[src/rtl/nodf_module_intf_if.sv]
// Control-signal bundle of one ap_ctrl_hs block.
//
// Handshake: ap_start requests a transaction and is consumed when the
// block is idle; ap_ready marks the cycle its inputs are taken; ap_done
// marks completion and is held until ap_continue is high in the same
// cycle, which is the cycle the result is accepted.
//
// The master modport drives the signals (the block and its controller,
// or a testbench standing in for them). The slave modport only observes.
interface nodf_module_intf_if;
  logic ap_start;
  logic ap_ready;
  logic ap_done;
  logic ap_continue;

  modport master (output ap_start, output ap_ready, output ap_done, output ap_continue);
  modport slave  (input  ap_start, input  ap_ready, input  ap_done, input  ap_continue);
endinterface

[src/rtl/nodf_module_intf.sv]
// Passive status monitor for one ap_ctrl_hs block: counts transactions,
// measures latency and begin-to-begin interval, flags protocol misuse and
// freezes once the run-level finish flag is seen. All outputs are
// registered and reflect the previous cycle.
module nodf_module_intf #(
  parameter int CNT_W = 32
) (
  input  logic                 clock,
  input  logic                 reset,
  nodf_module_intf_if.slave    ctrl,
  input  logic                 finish,
  output logic [1:0]           state,
  output logic [CNT_W-1:0]     start_count,
  output logic [CNT_W-1:0]     ready_count,
  output logic [CNT_W-1:0]     done_count,
  output logic [CNT_W-1:0]     busy_cycles,
  output logic [CNT_W-1:0]     stall_cycles,
  output logic [CNT_W-1:0]     last_latency,
  output logic [CNT_W-1:0]     min_latency,
  output logic [CNT_W-1:0]     max_latency,
  output logic [CNT_W-1:0]     last_interval,
  output logic                 txn_done,
  output logic                 protocol_error
);

  typedef enum logic [1:0] {
    S_IDLE      = 2'd0,
    S_ACTIVE    = 2'd1,
    S_DONE_WAIT = 2'd2,
    S_FINISHED  = 2'd3
  } state_t;

  localparam logic [CNT_W-1:0] ONE      = {{(CNT_W-1){1'b0}}, 1'b1};
  localparam logic [CNT_W-1:0] ALL_ONES = {CNT_W{1'b1}};

  state_t           state_q;
  state_t           state_next;
  logic [CNT_W-1:0] cyc;
  logic [CNT_W-1:0] begin_cyc;
  logic             have_begin;

  logic             begin_evt;
  logic             accept_evt;
  logic             busy_evt;
  logic             stall_evt;
  logic             err_evt;
  logic [CNT_W-1:0] start_after;
  logic [CNT_W-1:0] span;
  logic [CNT_W-1:0] latency;

  // Every counter sticks at all-ones instead of wrapping.
  function automatic logic [CNT_W-1:0] sat_inc(input logic [CNT_W-1:0] v);
    return (v == ALL_ONES) ? v : v + ONE;
  endfunction

  assign state = state_q;

  // Classify this cycle's events and choose the next state; a begin from
  // IDLE also evaluates done in the same cycle so latency can be 1.
  always_comb begin
    state_next = state_q;
    begin_evt  = 1'b0;
    accept_evt = 1'b0;
    busy_evt   = 1'b0;
    stall_evt  = 1'b0;
    err_evt    = 1'b0;
    case (state_q)
      S_IDLE: begin
        if (ctrl.ap_start) begin
          begin_evt = 1'b1;
          busy_evt  = 1'b1;
          if (ctrl.ap_done && ctrl.ap_continue) begin
            accept_evt = 1'b1;
            state_next = S_IDLE;
          end else if (ctrl.ap_done) begin
            state_next = S_DONE_WAIT;
          end else begin
            state_next = S_ACTIVE;
          end
        end else begin
          // Done or ready without an outstanding start is misuse.
          if (ctrl.ap_done || ctrl.ap_ready) err_evt = 1'b1;
        end
      end
      S_ACTIVE: begin
        busy_evt = 1'b1;
        if (ctrl.ap_done) begin
          if (ctrl.ap_continue) begin
            accept_evt = 1'b1;
            state_next = S_IDLE;
          end else begin
            state_next = S_DONE_WAIT;
          end
        end
      end
      S_DONE_WAIT: begin
        busy_evt  = 1'b1;
        stall_evt = 1'b1;
        if (ctrl.ap_continue) begin
          accept_evt = 1'b1;
          state_next = S_IDLE;
        end
      end
      default: begin
        state_next = S_FINISHED;
      end
    endcase

    start_after = begin_evt ? sat_inc(start_count) : start_count;
    // A completion must never push done_count past start_count.
    if (accept_evt && (done_count >= start_after) && (done_count != ALL_ONES)) err_evt = 1'b1;

    span    = cyc - (begin_evt ? cyc : begin_cyc);
    latency = (span == ALL_ONES) ? span : span + ONE;

    // finish wins over any other transition; this cycle's events still count.
    if (finish) state_next = S_FINISHED;
  end

  // State register plus all counters and statistics, frozen once FINISHED.
  always_ff @(posedge clock) begin
    if (reset) begin
      state_q        <= S_IDLE;
      cyc            <= '0;
      begin_cyc      <= '0;
      have_begin     <= 1'b0;
      start_count    <= '0;
      ready_count    <= '0;
      done_count     <= '0;
      busy_cycles    <= '0;
      stall_cycles   <= '0;
      last_latency   <= '0;
      min_latency    <= ALL_ONES;
      max_latency    <= '0;
      last_interval  <= '0;
      txn_done       <= 1'b0;
      protocol_error <= 1'b0;
    end else begin
      state_q  <= state_next;
      cyc      <= sat_inc(cyc);
      txn_done <= accept_evt;
      if (err_evt) protocol_error <= 1'b1;
      if (state_q != S_FINISHED) begin
        if (ctrl.ap_ready) ready_count <= sat_inc(ready_count);
        if (busy_evt) busy_cycles <= sat_inc(busy_cycles);
        if (stall_evt) stall_cycles <= sat_inc(stall_cycles);
        if (begin_evt) begin
          start_count <= start_after;
          begin_cyc   <= cyc;
          have_begin  <= 1'b1;
          if (have_begin) last_interval <= cyc - begin_cyc;
        end
        if (accept_evt) begin
          done_count   <= sat_inc(done_count);
          last_latency <= latency;
          if (latency < min_latency) min_latency <= latency;
          if (latency > max_latency) max_latency <= latency;
        end
      end
    end
  end

endmodule

[src/flat_wrapper.sv]
// flat-port wrapper written by rule: the top's interface ports become plain ports
module nodf_module_intf_flat 
#(
  parameter int CNT_W = 32
)
  (clock, reset, finish, state, start_count, ready_count, done_count, busy_cycles, stall_cycles, last_latency, min_latency, max_latency, last_interval, txn_done, protocol_error, ctrl_ap_start, ctrl_ap_ready, ctrl_ap_done, ctrl_ap_continue);
  nodf_module_intf_if ctrl_i ();
  input  logic clock;
  input  logic reset;
  input  logic finish;
  output logic [1:0] state;
  output logic [CNT_W-1:0] start_count;
  output logic [CNT_W-1:0] ready_count;
  output logic [CNT_W-1:0] done_count;
  output logic [CNT_W-1:0] busy_cycles;
  output logic [CNT_W-1:0] stall_cycles;
  output logic [CNT_W-1:0] last_latency;
  output logic [CNT_W-1:0] min_latency;
  output logic [CNT_W-1:0] max_latency;
  output logic [CNT_W-1:0] last_interval;
  output logic txn_done;
  output logic protocol_error;
  input wire logic [$bits(ctrl_i.ap_start)-1:0] ctrl_ap_start;
  input wire logic [$bits(ctrl_i.ap_ready)-1:0] ctrl_ap_ready;
  input wire logic [$bits(ctrl_i.ap_done)-1:0] ctrl_ap_done;
  input wire logic [$bits(ctrl_i.ap_continue)-1:0] ctrl_ap_continue;
  assign ctrl_i.ap_start = ctrl_ap_start;
  assign ctrl_i.ap_ready = ctrl_ap_ready;
  assign ctrl_i.ap_done = ctrl_ap_done;
  assign ctrl_i.ap_continue = ctrl_ap_continue;
  nodf_module_intf #(.CNT_W(CNT_W)) u_core (.clock(clock), .reset(reset), .ctrl(ctrl_i), .finish(finish), .state(state), .start_count(start_count), .ready_count(ready_count), .done_count(done_count), .busy_cycles(busy_cycles), .stall_cycles(stall_cycles), .last_latency(last_latency), .min_latency(min_latency), .max_latency(max_latency), .last_interval(last_interval), .txn_done(txn_done), .protocol_error(protocol_error));
endmodule
[config.mk]
export PLATFORM = sky130hd
export DESIGN_NAME = nodf_module_intf_flat
export DESIGN_NICKNAME = d
export VERILOG_FILES = /design/src/rtl/nodf_module_intf_if.sv /design/src/rtl/nodf_module_intf.sv /design/src/flat_wrapper.sv
export SDC_FILE = /design/constraint.sdc
export NUM_CORES = 1
export LEC_CHECK = 0
export CORE_ASPECT_RATIO = 1.75
export CORE_MARGIN = 2
export CORE_UTILIZATION = 49
export DETAILED_ROUTE_END_ITERATION = 8
export PLACE_DENSITY = 0.78
export SLEW_MARGIN = 5
export SYNTH_ARGS = -nofsm -noshare
export SYNTH_HDL_FRONTEND = slang
export SYNTH_SLANG_ARGS = --single-unit
[constraint.sdc]
create_clock -name clock -period 10.9 [get_ports clock]
set_clock_uncertainty 0.1 [all_clocks]
set_input_delay 2.18 -clock clock [delete_from_list [all_inputs] [get_ports clock]]
set_output_delay 2.18 -clock clock [all_outputs]
set_load 0.03 [all_outputs]
==> flow_metrics.env <==
# flow metrics
export IMPL_startpoint="ctrl_ap_start"
export IMPL_seqPwrFrac=0.403
export IMPL_start_kind="input pin"
export IMPL_design_area_sq_um=26800
export IMPL_grt_pass1_vias=20950
export IMPL_tns_ns=0
export IMPL_wire_per_inst_um=17.68
export IMPL_synthTopCellsByCount="dfxtp_1 (357), nor2_1 (355), nand2_1 (285)"
export IMPL_clockPowerShare=0.359
export IMPL_drive_gt1_frac=0.04650
export IMPL_insertion_delay_ns=0.55
export IMPL_syn2layout_area_growth_pct=21.49
export IMPL_ys_sh_mux=0.03006
export IMPL_topCombFamilyByArea="simple AND/OR/NAND/NOR gates"
export IMPL_met3_length_um=3290
export IMPL_powerDensity_nw_per_um2=130.2
export IMPL_hold_depth=2
export IMPL_drc=0
export IMPL_synth_seq_share=0.3240
export IMPL_p_comb_frac=0.238
export IMPL_adder_share=0.09280
export IMPL_synthAoiAreaFrac=0.1555
export IMPL_comb_area_share=0.5169
export IMPL_wl_met1_um=24060
export IMPL_fp_util=0.4967
export IMPL_ant_nets=0
export IMPL_worst_ep_arrival_time_ns=10.12
export IMPL_p_comb_mw=0.830
export IMPL_setup_ws_ns=1.134
export IMPL_status="finished, final reports clean"
export IMPL_leakagePower_nw=10.41
export IMPL_p_int_mw=2.401
export IMPL_num_nonclk_buffers=337
export IMPL_warning_count=34
export IMPL_ys_types=94
export IMPL_placed_area_sq_um=25630
export IMPL_hold_class="reg -> reg"
export IMPL_lay_top_cells="dfxtp_1 (357), nor2_1 (354), clkdlybuf4s50_1 (297)"
export IMPL_use_met3=0.04640
export IMPL_nClkBuffers=51
export IMPL_slew_headroom=0.3193
export IMPL_pg_clk_mw=1.25
export IMPL_top_layer_used="met4"
export IMPL_vias_per_cell=5.744
export IMPL_root_buffer="clkbuf_16"
export IMPL_critical_path_buf_inv_count=3
export IMPL_busiest_layer="met2"
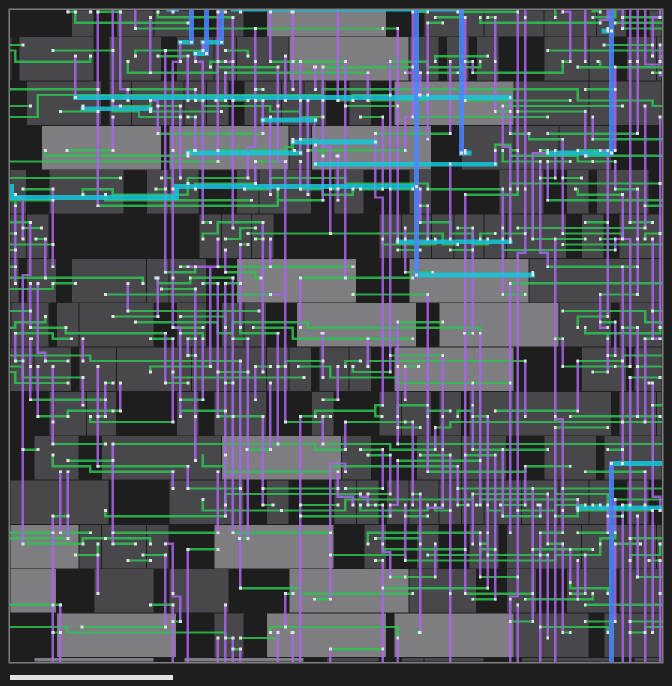
Figure 1: close-up of the layout.
Scale bar: 10 um. Region (62, 65) to (102, 105) um. Cells in grey, sequential cells in the stronger grey; small squares are vias.
| colour | layer |
|---|---|
| blue | metal 4 |
| purple | metal 2 |
| cyan | metal 3 |
| green | metal 1 |
netlist names of flops here include: `u_core.begin_cyc` (8), `u_core.cyc` (7), `u_core.last_interval` (2)
most frequent: nand2_1 (24), dfxtp_1 (18), inv_1 (13)
cells with their middle in the window: 148
sequential cells in the window: 18

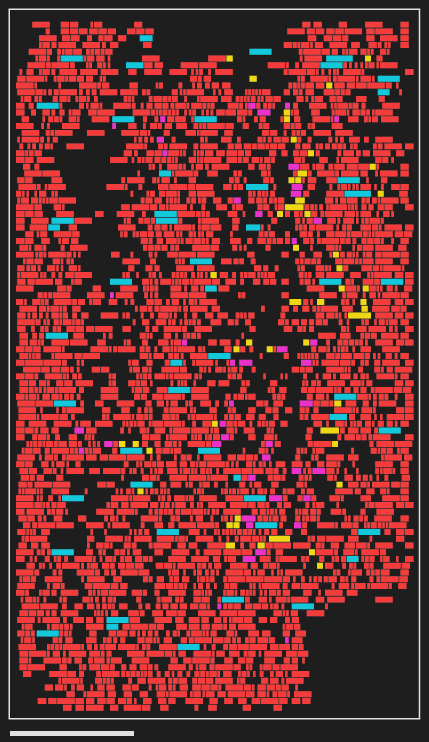
Figure 2: sizing map.
Scale bar: 50 um.
| colour | size | cells | most used |
|---|---|---|---|
| cyan | _6 and larger | 50 | clkbuf_16 |
| red | _0 and _1 cells | 2932 | dfxtp_1 |
| yellow | _3 and _4 cells | 49 | buf_4 |
| magenta | _2 cells | 44 | or2_2 |

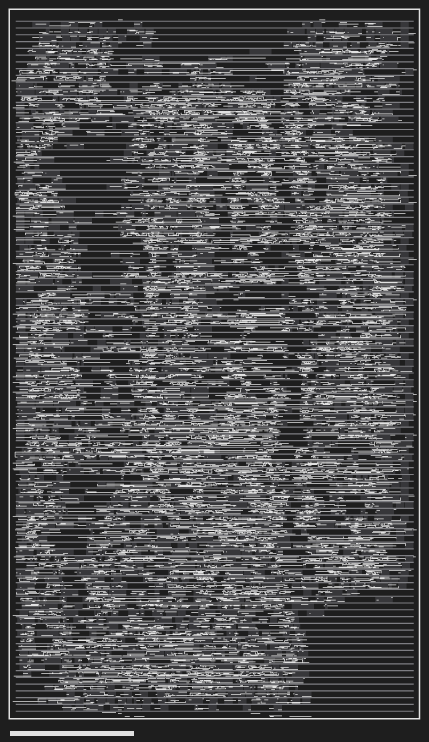
Figure 3: M1 wires.
Scale bar: 50 um. Supply wires on this layer in grey.
longest straight run: 56.1 um
share of all routed wire: 37%
met1 usage: 0.2793
final wirelength: 64490 um
Vias: 20960

